--- src/rtl/snitch_icache_lookup_sched.sv ---
// snitch_icache_lookup_sched: round-robin lookup port sharing with bounded in-flight lookups and flush sequencing
module snitch_icache_lookup_sched #(
  parameter int NR_REQ       = 2,
  parameter int FETCH_AW     = 32,
  parameter int ID_WIDTH     = 2,
  parameter int LINE_COUNT   = 128,
  parameter int MAX_INFLIGHT = 2
) (
  input  logic                       clk_i,
  input  logic                       rst_i,
  input  logic [NR_REQ*FETCH_AW-1:0] req_addr_i,
  input  logic [NR_REQ-1:0]          req_valid_i,
  output logic [NR_REQ-1:0]          req_ready_o,
  output logic [FETCH_AW-1:0]        lookup_addr_o,
  output logic [ID_WIDTH-1:0]        lookup_id_o,
  output logic                       lookup_valid_o,
  input  logic                       lookup_ready_i,
  input  logic                       rsp_done_i,
  input  logic                       flush_req_i,
  output logic                       flush_valid_o,
  input  logic                       flush_ready_i,
  output logic                       busy_o
);
  localparam int PW = NR_REQ > 1 ? $clog2(NR_REQ) : 1;
  localparam int IW = $clog2(MAX_INFLIGHT + 1);
  localparam int SW = $clog2(LINE_COUNT + 1);
  typedef enum logic [1:0] {RUN, DRAIN, FLUSH, SWEEP} state_e;
  state_e state_q, state_d;
  logic [SW-1:0] sweep_cnt;
  logic [IW-1:0] inflight;
  logic [PW-1:0] rr_ptr, lock_idx, sel, gnt, idx;
  logic lock, pend_flush, found, gnt_valid, hs, dec;
  always_comb begin
    found = 1'b0;
    sel = '0;
    idx = '0;
    for (int i = 0; i < NR_REQ; i++) begin
      idx = PW'((int'(rr_ptr) + i) % NR_REQ);
      if (!found && req_valid_i[idx]) begin
        found = 1'b1;
        sel = idx;
      end
    end
  end
  // a stalled grant stays pinned until its handshake, overriding flush and the in-flight cap
  assign gnt = lock ? lock_idx : sel;
  assign gnt_valid = state_q == RUN && (lock || (!flush_req_i && inflight < IW'(MAX_INFLIGHT) && found));
  assign hs = gnt_valid && lookup_ready_i;
  assign dec = rsp_done_i && inflight != '0;
  assign lookup_valid_o = gnt_valid;
  assign lookup_addr_o = req_addr_i[gnt*FETCH_AW +: FETCH_AW];
  assign lookup_id_o = ID_WIDTH'(gnt);
  assign req_ready_o = hs ? NR_REQ'(1) << gnt : '0;
  assign flush_valid_o = state_q == FLUSH;
  assign busy_o = state_q != RUN;
  always_comb begin
    state_d = state_q;
    unique case (state_q)
      RUN:   if (flush_req_i && !lock) state_d = DRAIN;
      DRAIN: if (inflight == '0) state_d = FLUSH;
      FLUSH: if (flush_ready_i) state_d = SWEEP;
      SWEEP: if (sweep_cnt == SW'(LINE_COUNT)) state_d = pend_flush ? DRAIN : RUN;
    endcase
  end
  always_ff @(posedge clk_i or posedge rst_i) begin
    if (rst_i) begin
      state_q <= SWEEP;
      sweep_cnt <= '0;
      inflight <= '0;
      rr_ptr <= '0;
      lock <= 1'b0;
      lock_idx <= '0;
      pend_flush <= 1'b0;
    end else begin
      state_q <= state_d;
      sweep_cnt <= (state_q == SWEEP && sweep_cnt != SW'(LINE_COUNT)) ? sweep_cnt + 1'b1 : '0;
      inflight <= inflight + IW'(hs) - IW'(dec);
      lock <= gnt_valid && !lookup_ready_i;
      lock_idx <= gnt;
      if (hs) rr_ptr <= (int'(gnt) == NR_REQ - 1) ? '0 : gnt + 1'b1;
      pend_flush <= (state_q == SWEEP && flush_req_i) || (pend_flush && !(state_q == FLUSH && flush_ready_i));
    end
  end
  assert property (@(posedge clk_i) disable iff (rst_i) !(rsp_done_i && inflight == '0));
  assert property (@(posedge clk_i) disable iff (rst_i) inflight <= IW'(MAX_INFLIGHT));
endmodule

--- config.mk ---
export PLATFORM = sky130hd
export DESIGN_NAME = snitch_icache_lookup_sched
export DESIGN_NICKNAME = d
export VERILOG_FILES = /design/src/rtl/snitch_icache_lookup_sched.sv
export SDC_FILE = /design/constraint.sdc
export NUM_CORES = 1
export LEC_CHECK = 0
export ABC_AREA = 0
export ABC_CLOCK_PERIOD_IN_PS = 1800
export CAP_MARGIN = 25
export CORE_MARGIN = 2
export CORE_UTILIZATION = 29
export DETAILED_ROUTE_END_ITERATION = 8
export PLACE_DENSITY = 0.84
export SLEW_MARGIN = 15
export SYNTH_ARGS = -nofsm -noshare
export SYNTH_HDL_FRONTEND = slang
export SYNTH_SLANG_ARGS = --single-unit
--- constraint.sdc ---
create_clock -name clk_i -period 1.8 [get_ports clk_i]
set_input_delay 0.18 -clock clk_i [delete_from_list [all_inputs] [get_ports clk_i]]
set_output_delay 0.18 -clock clk_i [all_outputs]
set_load 0.1 [all_outputs]
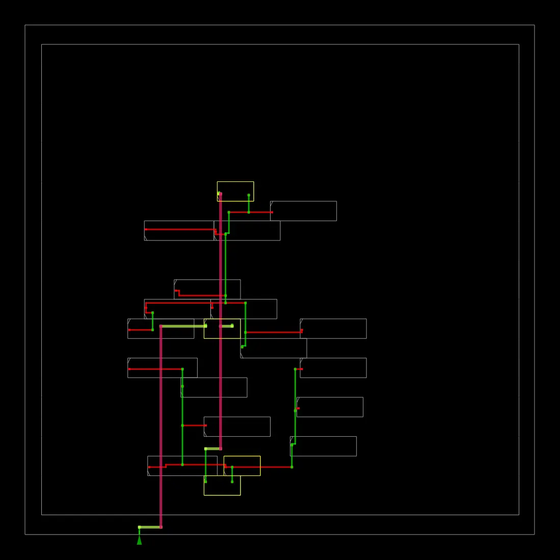
(run_1/final_clocks.png)
Clock Skews: 0.00381 ns
insertion delay to the later sink of the worst-skew pair: 0.25 ns
flip-flops: 16
TritonCTS Buffers: 3
number of clock buffer instances in the layout: 4

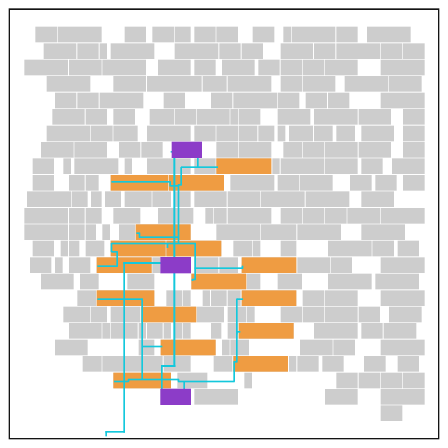
(run_1/clock_map.png)
- clock wires: cyan (length 222 um)
- flip-flops: orange (count 16)
- cells driving clock nets: purple (count 3)
- routed clock nets: 4

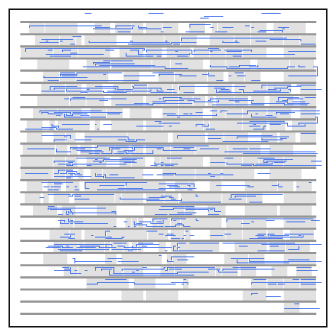
(run_1/met1.png)
Supply wires on this layer in gray. Cells faint in the background.
- wire length on this layer: 2200 um
- longest straight run: 26.7 um
- main direction: horizontal

run 1: metrics by stage:
step                TNS, ns  setup slack [ns]  hold WS, ns  cells  total power, mW
global route          -3.17            -0.108        0.369    303             4.20
CTS                   -2.43           -0.0971        0.315    299             4.02
floorplan             -2.08            -0.139       0.0923    123             2.36
global placement      -4.50            -0.155        0.489    290             3.42
finish                -1.75           -0.0697        0.294    303             4.06
detailed placement    -6.22            -0.213        0.494    290             3.49
run 1: power groups by stage:
| stage | clock, mW | sequential, mW | combinational [mW] |
|---|---|---|---|
| 4_1_cts | 0.328 | 0.559 | 3.13 |
| 3_5_place_dp | 0 | 0.560 | 2.93 |
| 5_1_grt | 0.343 | 0.570 | 3.29 |
| 2_1_floorplan | 0 | 0.547 | 1.81 |
| 6_report | 0.319 | 0.560 | 3.18 |
| 3_3_place_gp | 0 | 0.558 | 2.87 |
run 1: logic make-up (layout without fill, tap and decap cells):
| kind of cell | after synthesis | count (layout) | share of synthesized area [%] |
|---|---|---|---|
| adder cells (fa/ha/maj) | 9 | 9 | 8.73 |
| other | 1 | 1 | 0.291 |
| XOR/XNOR | 8 | 8 | 5.43 |
| AND-OR/OR-AND | 13 | 13 | 8.73 |
| multiplexers | 34 | 34 | 29.9 |
| AND/OR/NAND/NOR | 25 | 25 | 9.89 |
| flip-flops | 16 | 16 | 31.2 |
| buffers and inverters | 17 | 145 | 5.82 |
run 1: layout make-up:
class                      instances  area [um^2]
fill                             280         1090
sequential                        16          404
clock buffer                       4         55.1
inverter                          12         45.0
multi-input combinational         90          967
timing repair buffer             129         1700
tap                               52         65.1
run 1: sequential cells by signal (all words and copies together) (netlist names):
name and count:
sweep_cnt 8, inflight 2, state_q 2, lock 1, lock_idx 1, pend_flush 1, rr_ptr 1
==> notes.md, run 1 <==
Looking at the clock tree report, the maximum root-to-sink buffer count equals 2. Total overflow reported by the global router: 0. The count of input and output buffers is 109. Setup slack on the worst reg-to-reg path comes out at 0.03 ns.

At floorplan, the net count of the design was reported as 204. The run gives 3230 um^2 as the area of all placed cells without fillers. For this design, the CTS-stage hold fixing added 0 buffers. The post-synthesis chip area from yosys was 1290 um^2; the synthesized cell area was 1290 um^2. The iteration count recorded for the first detailed-route pass is 4. Number of buffers inserted to repair setup after CTS: 4.

The portion of the post-synthesis area used by sequential elements was 31.2%. The run finished, with violations left. The tools report the clock root buffer as sky130_fd_sc_hd__clkbuf_8. The analysis attributes to net switching a power of 2.00 mW.

The worst-path cell with the longest stage delay is sky130_fd_sc_hd__dfrtp_1. The run gives 10.5 um^2 for the mean cell area of the mapped netlist. For the worst setup path, the data arrival time is 1.69 ns.

The run gives 4.13% for the met3 track demand over resource in global routing. The internal portion of the total power is 2.06 mW. The run gives 3 for the critical path buffer and inverter count.

Traced cell by cell, the critical path runs through o21ai_2 > o21ai_4 > buf_12 > buf_12 > mux2_4 > buf_12. For reference, the final report shows the max-slew violation count at 0. The leading cell type in the layout, fill and taps excluded is sky130_fd_sc_hd__clkdlybuf4s50_1. Yosys stat counts 123 cells in the synthesized netlist. Global routing consumed, on the met1 layer, 23.3% of the routing resources.

Once synthesis finished, the tally of register bits stood at 16. The family of cells with the greatest summed delay on the critical path is buffers and inverters. Once layout is complete, the utilization of the core stands at 74.8%. The average wire per cell in the routed design is 19.7 um, and the net count reported at finish is 333. After synthesis, the share of flip-flops with an asynchronous set or reset is 100%. The tools report the launching instance or port of the critical path as rr_ptr$_DFFE_PP0P_.

Per the detail_route log, met3 wirelength is 328 um. The run gives 1.62 ns for the critical path required time. TritonCTS built the clock tree.

After detailed routing, the wire length on met1 is 2.20 mm. Busiest layer in global routing: met2. Depth of the most critical reg-to-reg path: 8. After technology mapping, the gate count stands at 123. In the synthesized netlist, the cells that appear most often are sky130_fd_sc_hd__mux2_2 (32), sky130_fd_sc_hd__dfrtp_1 (14), sky130_fd_sc_hd__inv_1 (12). Looking at the power breakdown, combinational cells take 78.3% of the total. Once the floorplan was initialized, standard cells occupied 29.8% of the core. The tools report the portion of total power attributed to the clock network as 7.9%. On the reported timing paths, the clock transition at the registers reads 0.06 ns. The launch point of the worst register-to-register path is recorded as state_q[0]$_DFFE_PP1P_.

Entering global routing, the biggest net connects 17 pins. For the worst setup margin, the log shows -0.0697 ns. The post-synth count of flops with an enable pin is 0. The cell that appears most often on the critical path is sky130_fd_sc_hd__buf_12. Worst min-delay path category: input port to async pin.

The startpoint kind of the worst setup timing path is a flop. The run gives 33 as the number of distinct library cell variants in the gate-level netlist after synthesis. Setup repair after global routing could not meet its margin everywhere. The run gives 0 as the initial antenna violation count. For the cell leakage power, the log shows 1.49 nW. The worst register-to-register path ends at inflight[1]$_DFF_PP0_. Headroom to the max-slew limit came out at 60.3%. The tally of yosys warning messages was 0.

With the share of layout cells above drive strength 1 at 43.0%, the worst IR drop on VDD is 1090 uV. The amount of wire on met2 after detailed routing was 3.23 mm; the period utilization was 104%. The total die area is 5000 um^2. The end-of-flow timing check tallies setup violations at 33. The critical path capture point type is an output port. Ranked by total cell area, the synthesized netlist is headed by sky130_fd_sc_hd__mux2_2 (28%), sky130_fd_sc_hd__dfrtp_1 (27%), sky130_fd_sc_hd__ha_1 (8.7%).

The final reports fail on negative setup slack.
==> run 1 -> run 2 <==
--- a/config.mk
+++ b/config.mk
@@ -9,9 +9,11 @@
 export ABC_CLOCK_PERIOD_IN_PS = 1800
 export CAP_MARGIN = 25
 export CORE_MARGIN = 2
-export CORE_UTILIZATION = 29
+export CORE_UTILIZATION = 38
+export CTS_BUF_LIST = sky130_fd_sc_hd__clkbuf_8
 export DETAILED_ROUTE_END_ITERATION = 8
-export PLACE_DENSITY = 0.84
+export DONT_BUFFER_PORTS = 1
+export PLACE_DENSITY = 0.6
 export SLEW_MARGIN = 15
 export SYNTH_ARGS = -nofsm -noshare
 export SYNTH_HDL_FRONTEND = slang
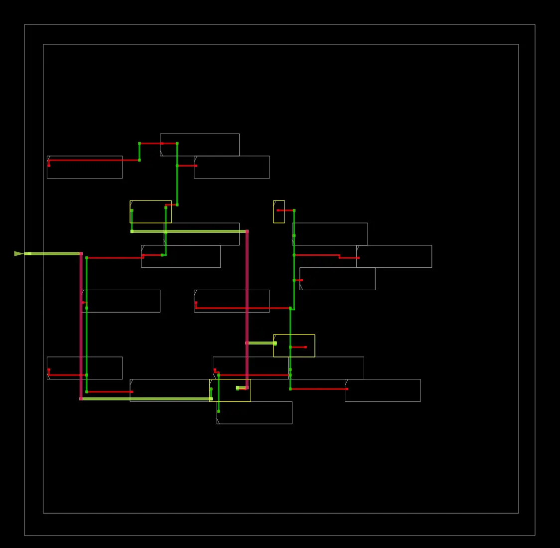
(run_2/final_clocks.png)
clock network power: 0.279 mW
Num Clock Sinks: 16
Clock Skews: 0.00160 ns
number of clock buffer instances in the layout: 3

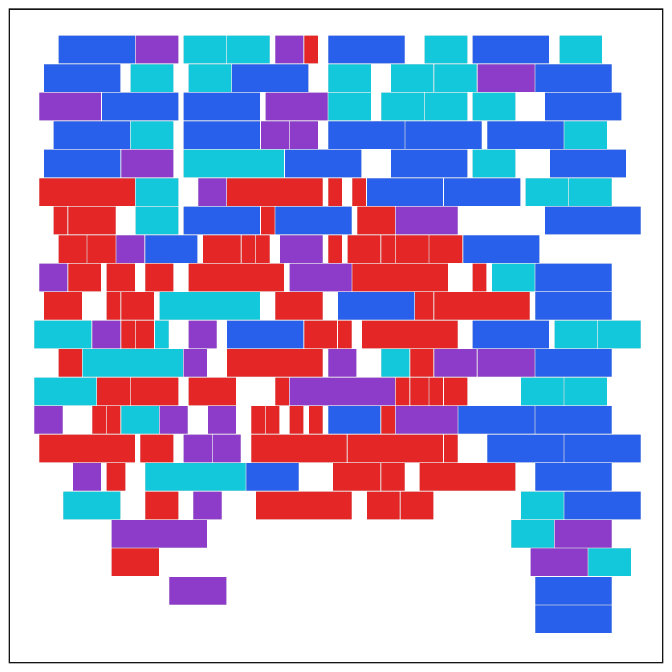
(run_2/drive_strength.png)
- drive 1 or less: red (cells 68)
- drive 6 and up: blue (cells 41)
- drive 3 to 4: purple (cells 33)
- drive 2: cyan (cells 38)

==> notes.md, run 2 <==
The flow ran to the end, but the final reports show violations. Violated checks: negative setup slack (unchanged). The run gives 32 (was 19) as the initial detailed-routing violation count. The critical path capture point type was an output port (unchanged). The run gives 0 (unchanged) for the tally of nets with antenna violations remaining after routing. The number of cells traversed by the worst hold path is 1. The register with the most flip-flops was sweep_cnt (unchanged). The part of the total power dissipated in combinational logic came out at 77.1% (was 78.3%). The count of input and output buffers works out to 0 (was 109). Setup repair after global routing could not meet its margin everywhere. The die outline width came out at 62.3 um (was 70.7 um). The sink of the worst hold path was pend_flush$_DFF_PP0_.

The run gives 2 (unchanged) as the number of buffers on the longest clock path. The worst setup margin is -0.0815 ns (was -0.0697 ns). The tools report the cell leakage power as 1.08 nW (was 1.49 nW). The tools report the number of distinct library cell variants in the gate-level netlist after synthesis as 33 (unchanged). The run gives 2400 um^2 (was 3230 um^2) for the area of all placed cells without fillers. The run gives 27.9% (unchanged) for the fraction of synthesized cell area taken by the top area cell type. Commonest non-fill, non-tap cells in the layout: sky130_fd_sc_hd__buf_12 (37), sky130_fd_sc_hd__mux2_2 (28), sky130_fd_sc_hd__buf_4 (16) (was sky130_fd_sc_hd__clkdlybuf4s50_1 (69), sky130_fd_sc_hd__buf_12 (41), sky130_fd_sc_hd__mux2_4 (33)). For the global-route usage over all layers, the log shows 23.1% (was 21.1%).

Startpoint kind of the worst setup timing path: a flop (unchanged). Pre-CTS setup slack: -0.320 ns (was -0.213 ns). The number of warnings in the stage logs works out to 34 (unchanged). The sequential cell area was 405 um^2 (was 404 um^2). The net count reported at finish is 262 (was 333), and the post-synthesis async set-or-reset flop share is 100% (unchanged). With the stage delay of the slowest cell on the critical path at 0.39 ns (was 0.40 ns), the setup slack of the worst register-to-register path is 0.04 ns (was 0.03 ns). For the half-perimeter wire length after detailed placement, the log shows 3.45 mm (was 4.15 mm).

The number of buffers created by CTS was 3 (unchanged); the fraction of power consumed by sequential logic was 15.5% (was 13.8%). The first-pass iteration count of the detailed router is 5 (was 4), and the minimum period implied by the final worst setup slack is 1.88 ns (was 1.87 ns). For the row count, the log shows 21 (was 24). Worst min-delay path category: input port to flop (was input port to async pin).

Most area-hungry cell type in the Yosys netlist: sky130_fd_sc_hd__mux2_2 (unchanged). Synth top area cells: sky130_fd_sc_hd__mux2_2 (28%), sky130_fd_sc_hd__dfrtp_1 (27%), sky130_fd_sc_hd__ha_1 (8.7%) (unchanged). Total power divided by cell area: 1570 nW/um^2 (was 1250 nW/um^2). Worst-path maximum fanout: 19 (was 6).

With the insertion delay of the later-clocked pin in the worst-skew pair at 0.25 ns (about the same), the number of synthesized register bits is 16 (unchanged). For the I/O pin total, the log shows 111 (unchanged). Most used standard cells in the synthesized netlist: sky130_fd_sc_hd__mux2_2 (32), sky130_fd_sc_hd__dfrtp_1 (14), sky130_fd_sc_hd__inv_1 (12) (unchanged). Critical register-to-register path endpoint: inflight[1]$_DFF_PP0_ (unchanged). The tools report the number of maximum-capacitance violations as 0 (unchanged).

The tools report the termination of the worst setup path as lookup_addr_o[1] (was lookup_addr_o[31]). With the total overflow reported by the global router at 0 (unchanged), the final setup TNS is -1.86 ns (was -1.75 ns). The run gives 8 (unchanged) for the depth of the most critical reg-to-reg path. The initial antenna violation count is 0 (unchanged), and the relative slew slack is 58.2% (was 60.3%). The cell internal power dissipation was 1.78 mW (was 2.06 mW); the multi-input gate area in the final layout was 941 um^2 (was 967 um^2). The run gives 4.74 mm (was 5.96 mm) for the final wirelength.

Core region area: 3310 um^2 (was 4320 um^2). The routed via count divided by cell count works out to 5.38 (was 4.76). Most used cell along the critical path: sky130_fd_sc_hd__buf_12 (unchanged). The worst IR drop on VDD came out at 1300 uV (was 1090 uV).

The area growth from synthesis to layout came out at 86.2% (was 151%). The startpoint of the lowest-slack register-to-register path is state_q[1]$_DFFE_PP1P_ (was state_q[0]$_DFFE_PP1P_). The tools report the post-detailed-route DRC marker count as 0 (unchanged).

The floorplan utilization is 39.0% (was 29.8%). Slew at the pin closest to its max-slew limit: 0.626 ns (was 0.595 ns). The number of H-tree levels came out at 1 (unchanged).

The portion of total power attributed to the clock network came out at 7.4% (was 7.9%). Clock slew at the register clock pins of the worst setup and hold paths: 0.06 ns (about the same). Period utilization: 105% (was 104%). For the number of cells in the yosys synthesis report, the log shows 123 (unchanged). The run gives 0 (unchanged) as the final number of hold-violating endpoints. The dominant synthesized flop cell was sky130_fd_sc_hd__dfrtp_1 (unchanged).

Largest registers: sweep_cnt (8), inflight (2), state_q (2) (unchanged). The count of inserted antenna diode cells came out at 0 (unchanged). The startpoint of the worst hold path was flush_req_i.

The global-route wire length before repair came out at 6.93 mm (was 8.17 mm). Critical path class: flop to output port (unchanged). The worst-path cell with the longest stage delay was sky130_fd_sc_hd__dfrtp_2 (was sky130_fd_sc_hd__dfrtp_1). The run gives 1217 (was 1441) for the routed via count. List of cells traversed by the critical path: buf_4 > nand2_4 > o21ai_4 > buf_12 > mux2_2 > buf_12 (was o21ai_2 > o21ai_4 > buf_12 > buf_12 > mux2_4 > buf_12). The number of enable flip-flop cells is 0 (unchanged), and the endpoint arrival time on the critical path is 1.70 ns (was 1.69 ns).

The run gives 531 MHz (was 535 MHz) as the fmax. The launching instance or port of the critical path is lock$_DFF_PP0_ (was rr_ptr$_DFFE_PP0P_). The hold slack is 0.0853 ns (was 0.294 ns), and the pin count of the biggest net entering global routing is 20 (was 17). Flip-flop count of the largest register after layout: 8 (unchanged).

The run gives 204 (unchanged) as the post-synth net total. TritonCTS built the clock tree. Post-synthesis chip area from yosys: 1290 um^2 (unchanged). With the cell area after placement at 2090 um^2 (was 2930 um^2), the tally of yosys warning messages is 0 (unchanged).

For the core occupancy in the finished layout, the log shows 72.6% (was 74.8%). The mean cell area of the mapped netlist came out at 10.5 um^2 (unchanged). The switching part of the total power is 52.8% (was 49.2%). The chip height works out to 62.3 um (was 70.7 um). The synthesized instance count is 123 (unchanged). The tools report the synthesized cell area as 1290 um^2 (unchanged).

The share of layout cells above drive strength 1 was 62.2% (was 43.0%). The number of fill cells is 211 (was 280), and the critical path required time is 1.62 ns (about the same). For the global placement routability congestion, the log shows 0.698 (was 0.758).

The number of max-slew violations in the final report was 0 (unchanged); the number of global-route vias before repair was 1275 (was 1544). The cell with the most instances after synthesis was sky130_fd_sc_hd__mux2_2 (unchanged). The tools report the clock root buffer as sky130_fd_sc_hd__clkbuf_8 (unchanged).

The average wire per cell in the routed design was 21.0 um (was 19.7 um); the total die area was 3880 um^2 (was 5000 um^2). The number of failing setup endpoints in the final timing report was 32 (was 33); the power spent charging and discharging nets was 1.99 mW (was 2.00 mW). The leading cell type in the layout, fill and taps excluded is sky130_fd_sc_hd__buf_12 (was sky130_fd_sc_hd__clkdlybuf4s50_1).

The run gives 31.2% (unchanged) for the portion of the post-synthesis area used by sequential elements.
run 2: cell counts after synthesis:
No cell type changed its count.
run 2: final cells by class:
class | count | share of cell area (%)
tap | 46 | 2.40
inverter | 12 | 1.98
timing repair buffer | 56 | 37.7
clock inverter | 1 | 0.156
clock buffer | 3 | 1.72
multi-input combinational | 92 | 39.2
sequential | 16 | 16.9
run 2: critical path: cells and delay by family (launching register included):
family / cells / cell delay (ns)
AND-OR/OR-AND: 1 / 0.08
AND/OR/NAND/NOR: 1 / 0.09
buffers and inverters: 3 / 0.50
flip-flops: 1 / 0.39
multiplexers: 1 / 0.38
run 2: kinds of logic after synthesis:
kind of cell	count (synthesis)	synth area share (%)
flip-flops	16	31.2
other	1	0.291
buffers and inverters	17	5.82
AND/OR/NAND/NOR	25	9.89
AND-OR/OR-AND	13	8.73
adder cells (fa/ha/maj)	9	8.73
multiplexers	34	29.9
XOR/XNOR	8	5.43
run 2: per-layer routing:
metal,GRT usage [%],up-vias,share of wire [%]
met4,7.50,0,2.4
met2,43.2,66,56
li1,-,541,-
met1,24.2,599,34
met3,7.79,11,7.6
met5,0,-,0
run 2: timing repair:
action / CTS / global route
buffers inserted: 8 / 2
pin swaps: 4 / 7
gates cloned: 2 / 1
setup endpoints to repair: 36 / 35
hold buffers: 1 / 1
endpoints found under the hold margin: 14 / 1
gates resized: 14 / 9
run 2: stage by stage:
stage	std cells	total power, mW
final	226	3.76
after global routing	226	3.89
after CTS	222	3.62
after detailed placement	207	3.16
after global placement	207	3.07
after floorplan	123	2.36
run 2: power by group through the flow:
stage	sequential [mW]	combinational, mW	clock, mW
final	0.584	2.90	0.279
after global routing	0.592	3.01	0.293
after CTS	0.567	2.77	0.282
after detailed placement	0.574	2.59	0
after global placement	0.562	2.51	0
after floorplan	0.547	1.81	0
No activity file was given, so power comes from the tool's default toggle rates.
